run_1/placed.png
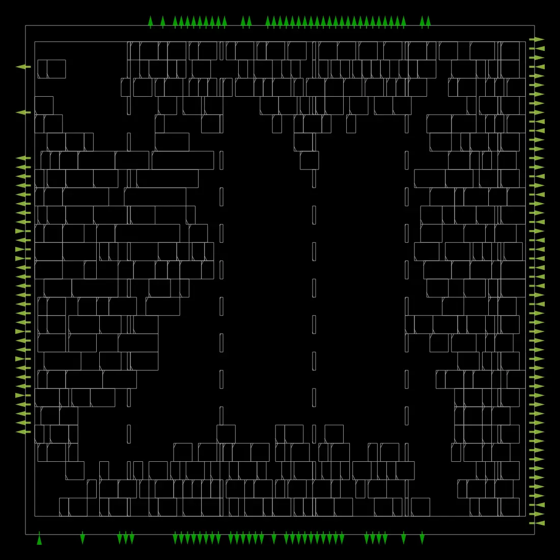
run_1/layers.png
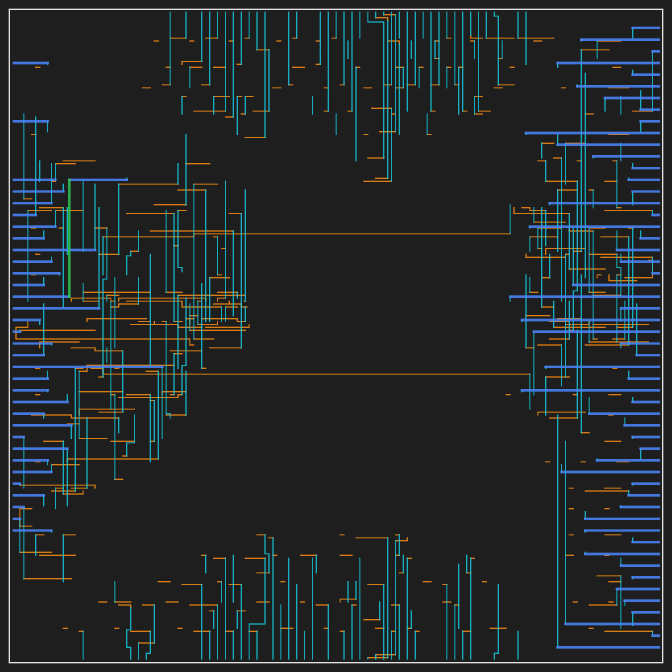
run_1/port_trees.png
Bar = 20 µm.
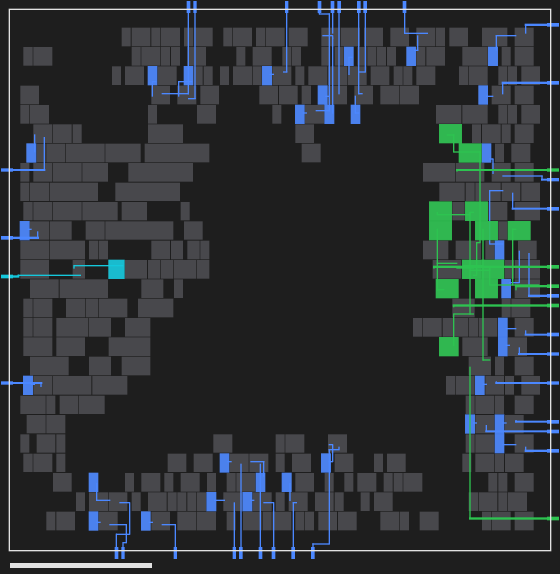
<file path="src/rtl/hazard_sequencer.sv">
// hazard_sequencer: central stall/flush scheduler for the F/D/E/M/W pipeline.
// Merges four hazards: load-use, taken branch in E, multi-cycle MDU op in E,
// and data-memory wait in M. It also owns the MDU occupancy FSM.
// Optional feature macro: HAZARD_PERF_CNT_EN, which adds per-hazard perf counters.
//
// state | meaning
// ------+-------------------------------------------------------------
// RUN   | no MDU op in flight; an MduStartE launches one
// MDU   | MDU op occupies E; cnt counts down the remaining stall cycles
module hazard_sequencer #(
  parameter int MDU_LAT = 4,
  parameter int CNT_W   = 32
) (
  input  logic             clk,
  input  logic             rst,
  input  logic             ResultSrcE,
  input  logic [4:0]       RS1_D,
  input  logic [4:0]       RS2_D,
  input  logic [4:0]       RD_E,
  input  logic             PCSrcE,
  input  logic             MduStartE,
  input  logic             MemReqM,
  input  logic             DmemReady,
  input  logic             PerfClr,
  output logic             StallF,
  output logic             StallD,
  output logic             StallE,
  output logic             StallM,
  output logic             FlushD,
  output logic             FlushE,
  output logic             FlushM,
  output logic             FlushW,
  output logic             MduBusy,
  output logic             MduDoneE,
  output logic [CNT_W-1:0] LwStallCnt,
  output logic [CNT_W-1:0] MduStallCnt,
  output logic [CNT_W-1:0] MemStallCnt,
  output logic [CNT_W-1:0] FlushCnt
);

  localparam int CW = (MDU_LAT > 2) ? $clog2(MDU_LAT) : 1;

  typedef enum logic {RUN, MDU} state_t;

  state_t        state, state_nxt;
  logic [CW-1:0] cnt, cnt_nxt;

  logic lw_hit, mem_wait, mdu_stall;
  logic act_mem, act_mdu, act_br, act_lw;
  logic done_raw;
  logic [7:0] ctrl;

  assign lw_hit   = ResultSrcE & (RD_E != 5'd0) & ((RS1_D == RD_E) | (RS2_D == RD_E));
  assign mem_wait = MemReqM & ~DmemReady;

  // State and countdown register; reset aborts any MDU op in flight.
  always_ff @(posedge clk or negedge rst) begin
    if (!rst) begin
      state <= RUN;
      cnt   <= '0;
    end else begin
      state <= state_nxt;
      cnt   <= cnt_nxt;
    end
  end

  // Next-state logic and prioritised stall/flush decode.
  always_comb begin
    state_nxt = state;
    cnt_nxt   = cnt;
    done_raw  = 1'b0;
    mdu_stall = ((state == RUN) & MduStartE) | ((state == MDU) & (cnt != '0));
    ctrl      = 8'b0;

    // A memory wait freezes the MDU sequence along with the pipeline.
    if (!mem_wait) begin
      case (state)
        RUN: begin
          if (MduStartE) begin
            state_nxt = MDU;
            cnt_nxt   = CW'(MDU_LAT - 2);
          end
        end
        MDU: begin
          if (cnt != '0) begin
            cnt_nxt = cnt - CW'(1);
          end else begin
            state_nxt = RUN;
            done_raw  = 1'b1;
          end
        end
        default: state_nxt = RUN;
      endcase
    end

    // ctrl = {StallF, StallD, StallE, StallM, FlushD, FlushE, FlushM, FlushW}
    if (mem_wait)       ctrl = 8'b1111_0001;
    else if (mdu_stall) ctrl = 8'b1110_0010;
    else if (PCSrcE)    ctrl = 8'b0000_1100;
    else if (lw_hit)    ctrl = 8'b1100_0100;
    else                ctrl = 8'b0000_0000;
  end

  assign act_mem = mem_wait;
  assign act_mdu = ~mem_wait & mdu_stall;
  assign act_br  = ~mem_wait & ~mdu_stall & PCSrcE;
  assign act_lw  = ~mem_wait & ~mdu_stall & ~PCSrcE & lw_hit;

  // While reset is held, every output reads 0, whatever the inputs are.
  assign {StallF, StallD, StallE, StallM, FlushD, FlushE, FlushM, FlushW} = rst ? ctrl : 8'b0;
  assign MduBusy  = rst & (state == MDU);
  assign MduDoneE = rst & done_raw;

`ifdef HAZARD_PERF_CNT_EN
  // Wrap-around hazard counters. A clear takes priority over an increment.
  always_ff @(posedge clk or negedge rst) begin
    if (!rst) begin
      LwStallCnt  <= '0;
      MduStallCnt <= '0;
      MemStallCnt <= '0;
      FlushCnt    <= '0;
    end else if (PerfClr) begin
      LwStallCnt  <= '0;
      MduStallCnt <= '0;
      MemStallCnt <= '0;
      FlushCnt    <= '0;
    end else begin
      if (act_lw)  LwStallCnt  <= LwStallCnt  + CNT_W'(1);
      if (act_mdu) MduStallCnt <= MduStallCnt + CNT_W'(1);
      if (act_mem) MemStallCnt <= MemStallCnt + CNT_W'(1);
      if (act_br)  FlushCnt    <= FlushCnt    + CNT_W'(1);
    end
  end
`else
  logic perf_unused;
  assign perf_unused = PerfClr ^ act_lw ^ act_mdu ^ act_mem ^ act_br;
  assign LwStallCnt  = '0;
  assign MduStallCnt = '0;
  assign MemStallCnt = '0;
  assign FlushCnt    = '0;
`endif

endmodule

</file>
<file path="config.mk">
export PLATFORM = sky130hd
export DESIGN_NAME = hazard_sequencer
export DESIGN_NICKNAME = d
export VERILOG_FILES = /design/src/rtl/hazard_sequencer.sv
export SDC_FILE = /design/constraint.sdc
export NUM_CORES = 1
export LEC_CHECK = 0
export CAP_MARGIN = 15
export CORE_MARGIN = 1
export CORE_UTILIZATION = 25
export CTS_CLUSTER_SIZE = 20
export DETAILED_ROUTE_END_ITERATION = 8
export GPL_TIMING_DRIVEN = 0
export PLACE_DENSITY = 0.91
export RECOVER_POWER = 100
export SLEW_MARGIN = 20
export SYNTH_ARGS = -nofsm -noshare
export SYNTH_HDL_FRONTEND = slang
export SYNTH_SLANG_ARGS = --single-unit
</file>
<file path="constraint.sdc">
create_clock -name clk -period 1.25 [get_ports clk]
set_input_delay 0.125 -clock clk [delete_from_list [all_inputs] [get_ports clk]]
set_output_delay 0.125 -clock clk [all_outputs]
set_load 0.05 [all_outputs]
</file>
==> PnR_summary.wiki, run 1 <==
== Run summary ==
{| class="wikitable"
! Metric !! Value
|-
| Routed wirelength normalized by instance count || between 7 and 8 µm
|-
| Post-route fraction of the period consumed by the critical path || 139.4%
|-
| Design area || between 2000 and 2500 µm²
|-
| Met3 track utilization from global routing || 2.116%
|-
| Critical Path End || FlushE
|-
| Highest metal layer with signal wires || met4
|-
| Number of enable flip-flop cells || 0
|-
| Crit path cell chain || inv_2, ha_4, nor2b_4, nor3_4, and3_4, o21bai_4, buf_6
|-
| Leakage dissipation || 1.528 nW
|-
| FP Util || 26.37%
|-
| Remaining number of nets flagged by the antenna check after routing || 0
|-
| # Max-Cap Violations || 0
|-
| Sort of element at the end of the critical path || output pin
|-
| Launch instance of the worst min-delay path || MemReqM
|-
| Overall overflow remaining after global route || 0
|-
| WL final || 2924 µm
|-
| Category of the critical setup timing path || register to output pin
|-
| Cell Type Count || 24
|-
| Final net count || around 370
|-
| Library cell with the highest instance count after synthesis || sky130_fd_sc_hd__buf_4
|-
| HPWL Detailed || 2602 µm
|-
| Area Overhead vs Synth || 78.53%
|-
| H-Tree Depth || 1
|-
| Total placed cells including tap cells || 407
|-
| Met3 WL || roughly 510 µm
|-
| Multi-input combinational cell count || 170
|-
| Nonclk buf count || 166
|-
| Critical path launch point || cnt[1]
|-
| Gate count of the mapped netlist || between 150 and 200
|-
| Vias post-DR || approximately 1,200
|-
| Num CTS Buffers || 3
|-
| Power dissipated in the clock network || 270 µW
|-
| Total buffers and inverters traversed by the critical path || 2
|-
| Fraction of power consumed by the clock network || 10.1%
|-
| Maximum fanout along the worst path || 4
|-
| Maximum resistive drop on vdd || 0.001065 V
|-
| Sw power || 1.554 mW
|-
| Final critical path time including I/O delays and setup || between 1.5 and 2 ns
|-
| Worst-case clock skew || 0.002344 ns
|-
| Startpoint type of the worst setup path || register
|-
| Worst-case hold path end point || state
|-
| Fin cells || about 420
|-
| Crit path required time || 1.12 ns
|-
| First-pass iteration count of the detailed router || 2
|-
| Number of primary I/O pins || 161
|-
| Status || finished with violations
|-
| Warnings, synthesis || 0
|-
| Most instantiated logic cell after routing || sky130_fd_sc_hd__buf_4
|-
| Failing checks || setup timing
|-
| Reg-to-reg startpoint || cnt[1]
|-
| Biggest cell delay along the critical path || 0.38 ns
|-
| Non-clock buffers, area share || 55.55%
|-
| Number of max-slew violations in the final report || 0
|-
| Layer carrying the most global-route usage || met2
|-
| CTS tree || built
|-
| Total setup violations reported at the end of the flow || 8
|-
| Starting DRT DRC Count || 6
|-
| Count of inverters not on the clock network in the layout || 3
|-
| Register clock-pin slew on the reported worst setup and hold paths || roughly 0.030 ns
|-
| Main area contributors after synthesis || sky130_fd_sc_hd__buf_4 72%, sky130_fd_sc_hd__xor2_1 6.4%, sky130_fd_sc_hd__dfrtp_1 5.5%, sky130_fd_sc_hd__nor2b_1 1.4%, sky130_fd_sc_hd__nand3_1 1.1%
|-
| Total number of cells along the worst setup path || 7
|-
| Data arrival time at the worst-slack endpoint || 1.62 ns
|-
| Antenna diode count || 0
|-
| Cell class with the largest area share || non-clock buffers
|-
| Clock network latency to the later pin of the worst-skew pair || 0.21 ns
|-
| Main power-consuming group || combinational cells
|-
| Overall die area || 5755 µm²
|-
| Switching fraction of total power || 58.04%
|-
| Port Buffers || 31
|-
| Internal portion of total power || ~1.1 mW
|-
| Max Buffers Root-to-Sink || 2
|-
| Area taken by multi-input logic gates || roughly 860 µm²
|-
| Power share of the combinational group || between 80% and 90%
|-
| Placer's final routability congestion estimate || 0.7081
|-
| Register bit count reported by yosys || 3
|-
| Wire length of the first global-routing pass || ~3500 µm
|-
| Y dimension of the die || 75.86 µm
|-
| Total power after layout || 2.677 mW
|-
| Proportion of layout cells with a drive suffix above 1 || a little under half
|-
| Critical path's top delay family || simple AND/OR/NAND/NOR gates
|-
| Vias per cell || 2.882
|-
| Power Dens Cells || about 1100 nW/µm²
|-
| Maximum number of pins on one net before global-route repair || 10
|-
| Number of clock-tree buffers in the layout || 4
|-
| Met1 Track Usage GR || 7.092%
|-
| Worst-case setup slack after placement || -1.324 ns
|-
| FF+latch count || 3
|-
| Met1 Wirelength || 798 µm
|-
| Chip area in the Yosys report || 1364 µm²
|-
| Chip width || between 70 and 80 µm
|-
| Library cell with the largest summed area after synthesis || sky130_fd_sc_hd__buf_4
|-
| Post-Place Cell Area || 2303 µm²
|-
| Ranking of synthesized cells by instance count || 130 x sky130_fd_sc_hd__buf_4, 10 x sky130_fd_sc_hd__xor2_1, 4 x sky130_fd_sc_hd__nor2_1
|-
| Setup WS post-layout || -0.4929 ns
|-
| Mean Syn Cell Area || approximately 7.6 µm²
|-
| Sequential share of power || around 7.5%
|-
| Global Route Usage Sum || under 10%
|-
| Worst Hold Margin || about 0.34 ns
|-
| Fraction of standard cell area that is sequential || 3.135%
|-
| Number of antenna violations at the first check in global routing || 0
|-
| Power drawn by the sequential cells || 201 µW
|-
| Standard-cell rows || 26
|-
| Synth top area share || a little under three quarters
|-
| Number of cells on the worst hold path || 4
|-
| Netlist Area Pre-Place || 1364 µm²
|-
| Fin. Hold Viols || 0
|-
| Setup TNS || -2.426 ns
|-
| Combinational Power || between 2 and 2.5 mW
|-
| Main synth FF type || sky130_fd_sc_hd__dfrtp_1
|-
| Critical register-to-register path endpoint || cnt[0]
|-
| Worst hold path class || primary input to register
|-
| Register-to-Register Setup Slack || 0.04 ns
|-
| Met2 track utilization from global routing || between 15 and 20%
|-
| Vias in the first global route || 858
|-
| Cell at the root of the clock tree || sky130_fd_sc_hd__clkbuf_8
|}
## Picture notes: placed.png
area of the core: 5172 µm²
# fillers: 513
Taps Inserted: 70
fraction of the core area covered by cells at the end of the flow: 47.07%

## Picture notes: layers.png
Green shows M4, wire length 13.6 µm. Blue shows M3, wire length 512 µm. Cyan shows M2, wire length 1,600 µm. Orange shows M1, wire length 799 µm.

## Picture notes: port_trees.png
Green shows `RD_E`, direction input, edge east, end cells 12, buffers 5, wire 189 µm. Cyan shows `MduBusy`, direction output, edge west, end cells 1, buffers 1, wire 16.8 µm. Blue shows `MemStallCnt`, direction output, edge 11 east, 9 north, 9 south, 3 west, end cells 32, buffers 32, wire 343 µm.

## run 1: cells by family after synthesis
kind of cell / Yosys count / synth area share (%)
compound gates: 10 / 5.229
xor+xnor: 10 / 6.422
fa+ha+maj: 1 / 0.9173
buf+inv: 133 / 72.39
flops: 3 / 5.504
other cells: 1 / 0.2750
simple gates: 21 / 9.267
## run 1: repair_timing
item	CTS	global route
resized	85	6
endpoints found under the hold margin	3	0
setup endpoints to repair	10	11
hold buffers	1	0
setup buffers	1	4
pin swaps	5	1
## run 1: state kept, by name, indices dropped and copies added, names as in the netlist
signal / count
cnt: 2
state: 1
run_1/sizing.png
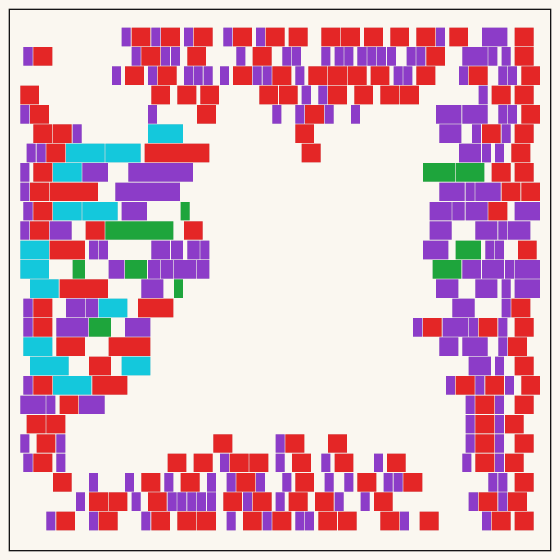

==> run 2: changes to the inputs <==
--- a/config.mk
+++ b/config.mk
@@ -14,4 +14,5 @@
 export PLACE_DENSITY = 0.91
 export RECOVER_POWER = 100
+export SKIP_LAST_GASP = 1
 export SLEW_MARGIN = 20
 export SYNTH_ARGS = -nofsm -noshare
==> constraint.sdc (replaced) <==
create_clock -name clk -period 1.25 [get_ports clk]
set_input_delay 0.125 -clock clk [delete_from_list [all_inputs] [get_ports clk]]
set_output_delay 0.125 -clock clk [all_outputs]
set_load 0.01 [all_outputs]
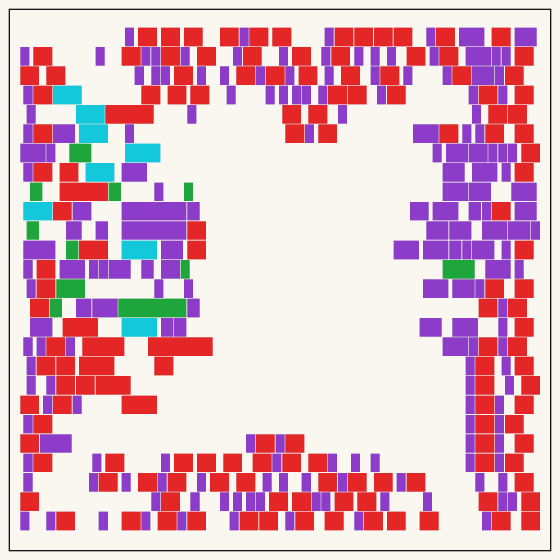
run_2/sizing.png
Purple shows x1 and smaller, cells 188. Cyan shows x6 and larger, cells 8. Green shows x2, cells 11. Red shows x3 and x4, cells 142.

==> run 2 against run 1 <==
The run still ends with setup timing left. Clock skew shrank 0.00094 ns. Die area unchanged. Flip-flop count did not move. Global-route usage up 0.74 points. Setup slack got worse by 0.0036 ns. Combinational power fell by 38%. Clock power increased by 6%. Sequential power fell by 9%. Critical endpoint unchanged.
==> PnR_summary.wiki, run 2 <==
== Run summary ==
{| class="wikitable"
! Metric !! Value
|-
| Status || finished with violations
|-
| Failing checks || setup timing
|-
| Met1 Wirelength || 858 µm (+7.5%)
|-
| CTS tree || built
|-
| CTS sink count || 3
|-
| Sequential fraction of the synthesis area || 5.505%
|-
| First-pass iteration count of the detailed router || 4 (+2)
|-
| Register Area || 76.32 µm²
|-
| Wire length of the first global-routing pass || 3836 µm (+8.2%)
|-
| Yosys cell count || between 150 and 200
|-
| Remaining number of nets flagged by the antenna check after routing || 0 (unchanged)
|-
| Startpoint type of the worst setup path || register
|-
| Global Route Usage Sum || 8.826% (+0.74 points)
|-
| Chip area in the Yosys report || 1364 µm² (unchanged)
|-
| Netlist Area Pre-Place || 1364 µm² (unchanged)
|-
| Combinational Power || 1.36 mW (-38%)
|-
| Non-clock buffers, area share || 55.17% (-0.38 points)
|-
| Total placed cells including tap cells || 407 (unchanged)
|-
| Register ranked first by flip-flop count || cnt
|-
| Main area contributors after synthesis || sky130_fd_sc_hd__buf_4 72%, sky130_fd_sc_hd__xor2_1 6.4%, sky130_fd_sc_hd__dfrtp_1 5.5%, sky130_fd_sc_hd__nor2b_1 1.4%, sky130_fd_sc_hd__nand3_1 1.1%
|-
| Post-cts gate resize count || 45 (-47%)
|-
| Cell at the root of the clock tree || sky130_fd_sc_hd__clkbuf_8
|-
| Setup WS post-layout || -0.4965 ns (-0.003627 ns)
|-
| Category of the critical setup timing path || register to output pin
|-
| Internal portion of total power || 1.100 mW (-2.1%)
|-
| Number of clock-tree buffers in the layout || 4 (unchanged)
|-
| Post-Place Cell Area || 2287 µm² (-0.71%)
|-
| Fraction of registers with async set/reset || 100.0%
|-
| Library cell with the largest summed area after synthesis || sky130_fd_sc_hd__buf_4
|-
| Worst-case clock skew || 0.001405 ns (-0.0009396 ns)
|-
| Worst Hold Margin || 0.3438 ns (+0.008026 ns)
|-
| Max Buffers Root-to-Sink || 2 (unchanged)
|-
| Cell class with the largest area share || non-clock buffers
|-
| Biggest cell delay along the critical path || 0.38 ns (about the same)
|-
| Multi-input combinational cell count || 170 (unchanged)
|-
| Met2 track utilization from global routing || 20.85% (+3.5 points)
|-
| Chip width || 75.86 µm (unchanged)
|-
| Design area || 2409 µm² (-1.1%)
|-
| Main power-consuming group || combinational cells
|-
| Overall die area || 5755 µm² (unchanged)
|-
| Met3 track utilization from global routing || 1.720% (-0.40 points)
|-
| Number of buffers inserted by hold repair at cts || 1 (unchanged)
|-
| H-Tree Depth || 1 (unchanged)
|-
| Num CTS Buffers || 3 (unchanged)
|-
| Vias per cell || 2.940 (+2.0%)
|-
| Number of primary I/O pins || 161 (unchanged)
|-
| Fin. Hold Viols || 0 (unchanged)
|-
| Total power after layout || 1.822 mW (-32%)
|-
| Warnings, synthesis || 0 (unchanged)
|-
| Register clock-pin slew on the reported worst setup and hold paths || 0.03 ns (about the same)
|-
| Antenna diode count || 0 (unchanged)
|-
| Data arrival time at the worst-slack endpoint || 1.62 ns (about the same)
|-
| Launch instance of the worst min-delay path || MemReqM
|-
| Number of DRC violations after detailed routing || 0
|-
| Y dimension of the die || 75.86 µm (unchanged)
|-
| Starting DRT DRC Count || 11 (+5)
|-
| Maximum resistive drop on vdd || 0.0006816 V (-36%)
|-
| # Max-Cap Violations || 0 (unchanged)
|-
| Routed wirelength normalized by instance count || 7.561 µm (+7.6%)
|-
| Met3 WL || 487 µm (-4.7%)
|-
| Top cells excl fill/tap || 133 x sky130_fd_sc_hd__buf_4, 128 x sky130_fd_sc_hd__conb_1, 14 x sky130_fd_sc_hd__clkdlybuf4s50_1, 10 x sky130_fd_sc_hd__xor2_1, 5 x sky130_fd_sc_hd__buf_6
|-
| Layer carrying the most global-route usage || met2
|-
| Maximum number of pins on one net before global-route repair || 10 (unchanged)
|-
| Unrepaired setup endpoints after global routing || yes
|-
| Flip-flop count of the largest register, all copies and words added || 2 (unchanged)
|-
| Fraction of standard cell area that is sequential || 3.169% (+0.034 points)
|-
| Worst-case hold path end point || state
|-
| Sequential share of power || 10.0% (+2.5 points)
|-
| Number of enable flip-flop cells || 0 (unchanged)
|-
| Sort of element at the end of the critical path || output pin
|-
| Area taken by multi-input logic gates || 859.6 µm² (-0.29%)
|-
| Final critical path time including I/O delays and setup || 1.746 ns (+0.003627 ns)
|-
| Count of inverters not on the clock network in the layout || 3 (unchanged)
|-
| Nonclk buf count || 169 (+1.8%)
|-
| Critical path's top delay family || simple AND/OR/NAND/NOR gates
|-
| Synth top area share || 71.56% (unchanged)
|-
| Number of max-slew violations in the final report || 0 (unchanged)
|-
| Power drawn by the sequential cells || 182 µW (-9%)
|-
| Ranking of synthesized cells by instance count || 130 x sky130_fd_sc_hd__buf_4, 10 x sky130_fd_sc_hd__xor2_1, 4 x sky130_fd_sc_hd__nor2_1
|-
| Leakage dissipation || 1.537 nW (+0.53%)
|-
| Placer's final routability congestion estimate || 0.6423 (-9.3%)
|-
| Vias in the first global route || 915 (+6.6%)
|-
| Post-route fraction of the period consumed by the critical path || 139.7% (+0.29 points)
|-
| Taps Inserted || 70 (unchanged)
|-
| Vias post-DR || 1,232 (+2.8%)
|-
| Main synth FF type || sky130_fd_sc_hd__dfrtp_1
|-
| Crit path cell chain || inv_2, ha_4, nor2b_4, nor3_4, and3_4, o21bai_4, buf_2
|-
| Final net count || 374 (+0.81%)
|-
| Setup TNS || -2.280 ns (+0.1458 ns)
|-
| Proportion of layout cells with a drive suffix above 1 || 46.13% (-1.6 points)
|-
| Most instantiated logic cell after routing || sky130_fd_sc_hd__buf_4
|-
| Area of the core || 5172 µm² (unchanged)
|-
| Fraction of power consumed by the clock network || 15.6% (+5.5 points)
|-
| Mean Syn Cell Area || 7.619 µm² (unchanged)
|-
| Gate count of the mapped netlist || 179 (unchanged)
|-
| Power share of the combinational group || 74.4% (-8.0 points)
|-
| Number of cells on the worst hold path || 4 (unchanged)
|-
| HPWL Detailed || 2764 µm (+6.2%)
|-
| Overall overflow remaining after global route || 0 (unchanged)
|-
| Sw power || 722.3 µW (-54%)
|-
| Register-to-Register Setup Slack || 0.01 ns (-0.03 ns)
|-
| Power Dens Cells || 756.5 nW/µm² (-31%)
|-
| Worst-case setup slack after placement || -1.067 ns (+0.2574 ns)
|-
| Area Overhead vs Synth || 76.61%
|-
| Power dissipated in the clock network || 285 µW (+6%)
|-
| Clock network latency to the later pin of the worst-skew pair || 0.22 ns (about the same)
|-
| Total setup violations reported at the end of the flow || 7 (-1)
|-
| Crit path required time || 1.12 ns (about the same)
|-
| Critical register-to-register path endpoint || cnt[0]
|-
| Fraction of the core area covered by cells at the end of the flow || 46.57% (-0.51 points)
|-
| Total buffers and inverters traversed by the critical path || 2 (unchanged)
|-
| Library cell with the highest instance count after synthesis || sky130_fd_sc_hd__buf_4
|-
| Number of antenna violations at the first check in global routing || 0 (unchanged)
|-
| FP Util || 26.37% (unchanged)
|-
| Register bit count reported by yosys || 3 (unchanged)
|-
| FF+latch count || 3 (unchanged)
|-
| Maximum fanout along the worst path || 4 (unchanged)
|-
| Largest registers || cnt (2), state (1)
|-
| # Post-CTS Setup Buffers || 6 (+5)
|-
| Clock Network Area Fraction || roughly 1.9%
|-
| Fin cells || 419 (+0.72%)
|-
| Switching fraction of total power || 39.65% (-18 points)
|-
| WL final || 3168 µm (+8.3%)
|-
| Met1 Track Usage GR || 6.614% (-0.48 points)
|-
| Worst hold path class || primary input to register
|-
| Highest metal layer with signal wires || met3
|-
| FF-to-FF path depth || 6
|-
| Port Buffers || 31 (unchanged)
|-
| Cell Type Count || 24 (unchanged)
|-
| Reg-to-reg startpoint || cnt[1]
|}
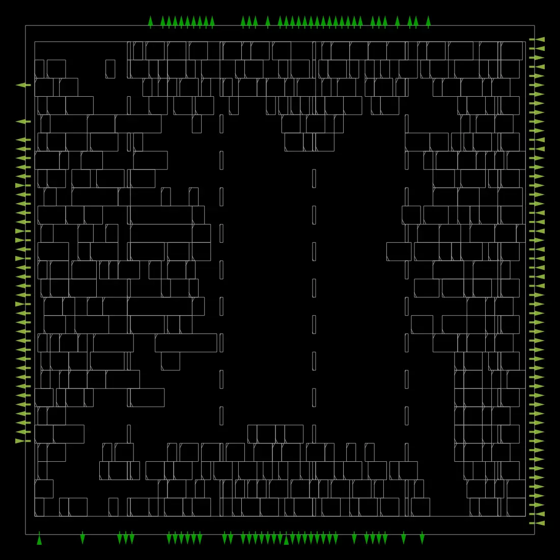
run_2/placed.png
standard-cell rows: 26
# fillers: 551

[run 2: cell counts after synthesis]
No cell type changed its count.
[run 2: cells by family after synthesis]
kind of cell / after synthesis / synth area share (%)
AOI/OAI and AO/OA: 10 / 5.229
xor gates and xnor gates: 10 / 6.422
adders and majority gates: 1 / 0.9173
buffers and inverters: 133 / 72.39
DFF: 3 / 5.504
other: 1 / 0.2750
and+or+nand+nor: 21 / 9.267
[run 2: how the worst max path moves through the flow]
stage	from	to	slack [ns]	cells past startpoint
2_1_floorplan	cnt[0]	StallF	-0.06	7
3_3_place_gp	RD_E[1]	StallF	-1.05	7
3_5_place_dp	RD_E[1]	StallF	-1.07	7
4_1_cts	cnt[0]	StallF	-0.48	8
5_1_grt	cnt[0]	FlushE	-0.57	7
6_report	cnt[1]	FlushE	-0.50	7
run_2/port_trees.png
Bar = 20 µm.
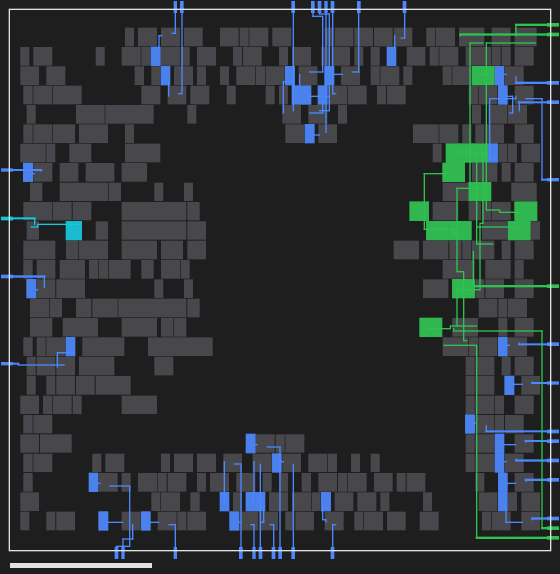

==> run 3: changes to the inputs <==
clock period = 1.6 ns   (was 1.25 ns; I/O delays follow)
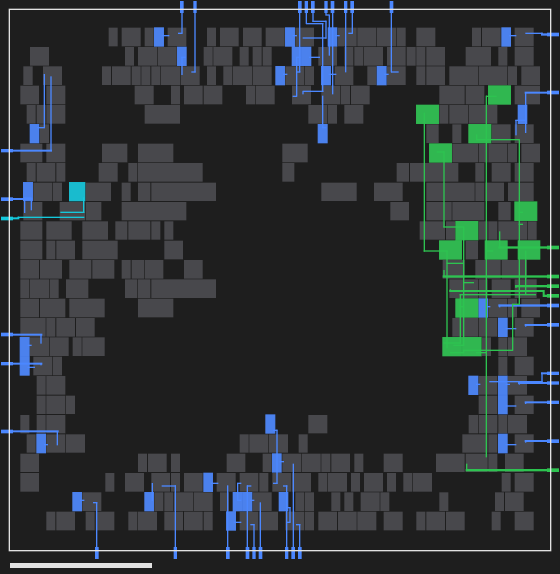
run_3/port_trees.png
Bar = 20 µm.
Green shows `RD_E`, direction input, edge east, end cells 12, buffers 5, wire 255 µm. Cyan shows `MduBusy`, direction output, edge west, end cells 1, buffers 1, wire 15.3 µm. Blue shows `MemStallCnt`, direction output, edge 10 north, 9 south, 8 east, 5 west, end cells 32, buffers 32, wire 297 µm.

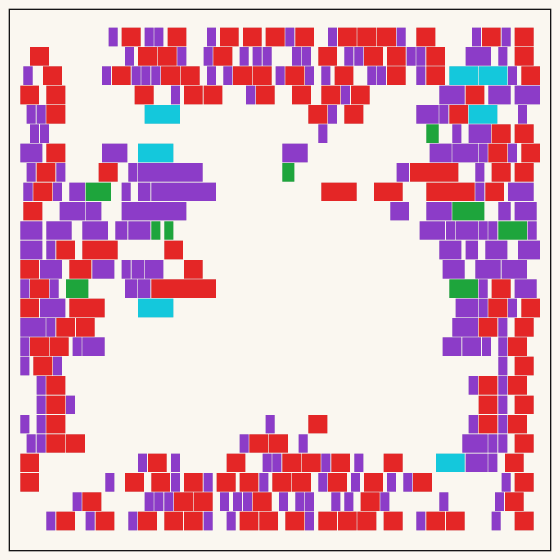
run_3/sizing.png
Green shows x2, cells 9. Cyan shows x6 and larger, cells 7. Red shows x3 and x4, cells 140. Purple shows x1 and smaller, cells 189.

==> run 3 against run 2 <==
The run still ends with setup timing left. Global-route usage did not move. Total power is 25% lower. Wire length is 4.5% lower. Final cell count shrank 0.95%. Setup slack improved by 0.35 ns. Sequential share of layout area about the same. First-iteration DRC count rose by 36%. Clock-buffer cell count did not move. Clock power shrank 21%. Design area shrank 1.4%. Critical path type unchanged. Critical endpoint unchanged.
==> PnR_summary.wiki, run 3 <==
== Run summary ==
{| class="wikitable"
! Metric !! Value
|-
| FF-to-FF path depth || 6 (unchanged)
|-
| Number of DRC violations after detailed routing || 0 (unchanged)
|-
| HPWL Detailed || 2729 µm (-1.3%)
|-
| FF+latch count || 3 (unchanged)
|-
| Critical path launch point || cnt[1]
|-
| Critical Path End || FlushE
|-
| Top cells excl fill/tap || 132 x sky130_fd_sc_hd__buf_4, 128 x sky130_fd_sc_hd__conb_1, 16 x sky130_fd_sc_hd__clkdlybuf4s50_1, 10 x sky130_fd_sc_hd__xor2_1, 8 x sky130_fd_sc_hd__dlygate4sd2_1
|-
| CTS sink count || 3 (unchanged)
|-
| Cell class with the largest area share || non-clock buffers
|-
| Clock network latency to the later pin of the worst-skew pair || 0.22 ns (about the same)
|-
| Vias in the first global route || 888 (-3.0%)
|-
| Internal portion of total power || 827.1 µW (-25%)
|-
| Power drawn by the sequential cells || 157 µW (-14%)
|-
| Power share of the combinational group || 72.0% (-2.4 points)
|-
| Critical register-to-register path endpoint || cnt[0]
|-
| Total number of cells along the worst setup path || 8 (+1)
|-
| Vias post-DR || 1,197 (-2.8%)
|-
| Category of the critical setup timing path || register to output pin
|-
| Max Buffers Root-to-Sink || 2 (unchanged)
|-
| Main power-consuming group || combinational cells
|-
| Highest metal layer with signal wires || met4
|-
| Fin. Hold Viols || 0 (unchanged)
|-
| Netlist Area Pre-Place || 1364 µm² (unchanged)
|-
| Startpoint type of the worst setup path || register
|-
| Fraction of registers with async set/reset || 100.0% (unchanged)
|-
| Proportion of layout cells with a drive suffix above 1 || 45.22% (-0.91 points)
|-
| # Post-CTS Setup Buffers || 2 (-4)
|-
| Nonclk buf count || 165 (-2.4%)
|-
| Total placed cells including tap cells || 407 (unchanged)
|-
| Adder-cell share of the synthesized area || 0.9174% (unchanged)
|-
| Register ranked first by flip-flop count || cnt
|-
| Total setup violations reported at the end of the flow || 4 (-3)
|-
| Sort of element at the end of the critical path || output pin
|-
| Switching fraction of total power || 39.46% (-0.19 points)
|-
| Crit path required time || 1.44 ns (+0.32 ns)
|-
| # Max-Cap Violations || 0 (unchanged)
|-
| Setup TNS || -0.3401 ns (+1.940 ns)
|-
| Yosys cell count || 179 (unchanged)
|-
| Leakage dissipation || 1.513 nW (-1.5%)
|-
| Yosys xor share || 6.422% (unchanged)
|-
| Final net count || 370 (-1.1%)
|-
| Compound Share, Synth || 5.229% (unchanged)
|-
| Maximum fanout along the worst path || 4 (unchanged)
|-
| Vias per cell || 2.884 (-1.9%)
|-
| Antenna diode count || 0 (unchanged)
|-
| # fillers || 509 (-7.6%)
|-
| Mux share || 0% (unchanged)
|-
| Post-cts gate resize count || 56 (+24%)
|-
| Count of inverters not on the clock network in the layout || 3 (unchanged)
|-
| Area taken by multi-input logic gates || 848.3 µm² (-1.3%)
|-
| Sequential share of power || 11.5% (+1.5 points)
|-
| Fraction of the core area covered by cells at the end of the flow || 45.94% (-0.63 points)
|-
| Number of buffers inserted by hold repair at cts || 1 (unchanged)
|-
| Standard-cell rows || 26 (unchanged)
|-
| Remaining number of nets flagged by the antenna check after routing || 0 (unchanged)
|-
| Most instantiated logic cell after routing || sky130_fd_sc_hd__buf_4
|-
| Warnings, synthesis || 0 (unchanged)
|-
| Failing checks || setup timing
|-
| Number of primary I/O pins || 161 (unchanged)
|-
| Port Buffers || 31 (unchanged)
|-
| Dominant kind of combinational cell || buffers and inverters
|-
| Number of max-slew violations in the final report || 0 (unchanged)
|-
| Chip area in the Yosys report || 1364 µm² (unchanged)
|-
| Launch instance of the worst min-delay path || cnt[1]
|-
| Met3 WL || 444 µm (-8.8%)
|-
| Number of antenna violations at the first check in global routing || 0 (unchanged)
|-
| Total power after layout || 1.366 mW (-25%)
|-
| CTS tree || built
|-
| Post-route fraction of the period consumed by the critical path || 109.4%
|-
| Y dimension of the die || 75.86 µm (unchanged)
|-
| Register-to-Register Setup Slack || 0.40 ns (+0.39 ns)
|-
| Fin cells || 415 (-0.95%)
|-
| Synth top area share || 71.56% (unchanged)
|-
| Post-Place Cell Area || 2238 µm² (-2.1%)
|-
| Biggest cell delay along the critical path || 0.36 ns (-0.02 ns)
|-
| Met3 track utilization from global routing || 2.249% (+0.53 points)
|-
| Maximum resistive drop on vdd || 0.0004446 V (-35%)
|-
| Reg-to-reg startpoint || cnt[0]
|-
| Library cell with the largest summed area after synthesis || sky130_fd_sc_hd__buf_4
|-
| Combinational Power || 983 µW (-28%)
|-
| FP Util || 26.37% (unchanged)
|-
| Largest registers || cnt (2), state (1)
|-
| Chip width || 75.86 µm (unchanged)
|-
| Register Area || 75.07 µm² (-1.6%)
|-
| Setup WS post-layout || -0.1504 ns (+0.3461 ns)
|-
| Taps Inserted || 70 (unchanged)
|-
| Gate count of the mapped netlist || 179 (unchanged)
|-
| Main synth FF type || sky130_fd_sc_hd__dfrtp_1
|-
| Cell Type Count || 24 (unchanged)
|-
| Overall die area || 5755 µm² (unchanged)
|-
| Crit path cell chain || inv_2, ha_4, nor2b_4, nor3_2, buf_4, and3_4, o21bai_4, buf_6
|-
| Global Route Usage Sum || 8.826% (unchanged)
|-
| Met1 Wirelength || 818 µm (-4.7%)
|-
| Placer's final routability congestion estimate || 0.6567 (+2.2%)
|-
| Maximum number of pins on one net before global-route repair || 10 (unchanged)
|-
| Starting DRT DRC Count || 15 (+4)
|-
| Register bit count reported by yosys || 3 (unchanged)
|-
| Routed wirelength normalized by instance count || 7.294 µm (-3.5%)
|-
| Multi-input combinational cell count || 170 (unchanged)
|-
| Ranking of synthesized cells by instance count || 130 x sky130_fd_sc_hd__buf_4, 10 x sky130_fd_sc_hd__xor2_1, 4 x sky130_fd_sc_hd__nor2_1
|-
| Non-clock buffers, area share || 55.08% (-0.087 points)
|-
| Sequential fraction of the synthesis area || 5.505% (unchanged)
|-
| Status || finished with violations
|-
| Cell at the root of the clock tree || sky130_fd_sc_hd__clkbuf_8
|-
| Library cell with the highest instance count after synthesis || sky130_fd_sc_hd__buf_4
|-
| Met1 Track Usage GR || 6.693% (+0.079 points)
|-
| Fraction of power consumed by the clock network || 16.6% (+1.0 points)
|-
| Layer carrying the most global-route usage || met2
|-
| Area Overhead vs Synth || 74.22%
|-
| Wire length of the first global-routing pass || 3753 µm (-2.2%)
|}
-- run 3: cell families (layout without fill, tap and decap cells) --
| kind of cell | Yosys count | after routing |
|---|---|---|
| DFF | 3 | 3 |
| AOI/OAI and AO/OA | 10 | 10 |
| and+or+nand+nor | 21 | 21 |
| adders and majority gates | 1 | 1 |
| buffers and inverters | 133 | 172 |
| other | 1 | 128 |
| xor gates and xnor gates | 10 | 10 |
-- run 3: worst min-delay path, delay by kind of cell (launching register included) --
| family | cells | cell delay, ns |
|---|---|---|
| DFF | 1 | 0.38 |
| buffers and inverters | 1 | 0.08 |
| AOI/OAI and AO/OA | 1 | 0.08 |
Power is estimated from default activity; no workload was simulated.
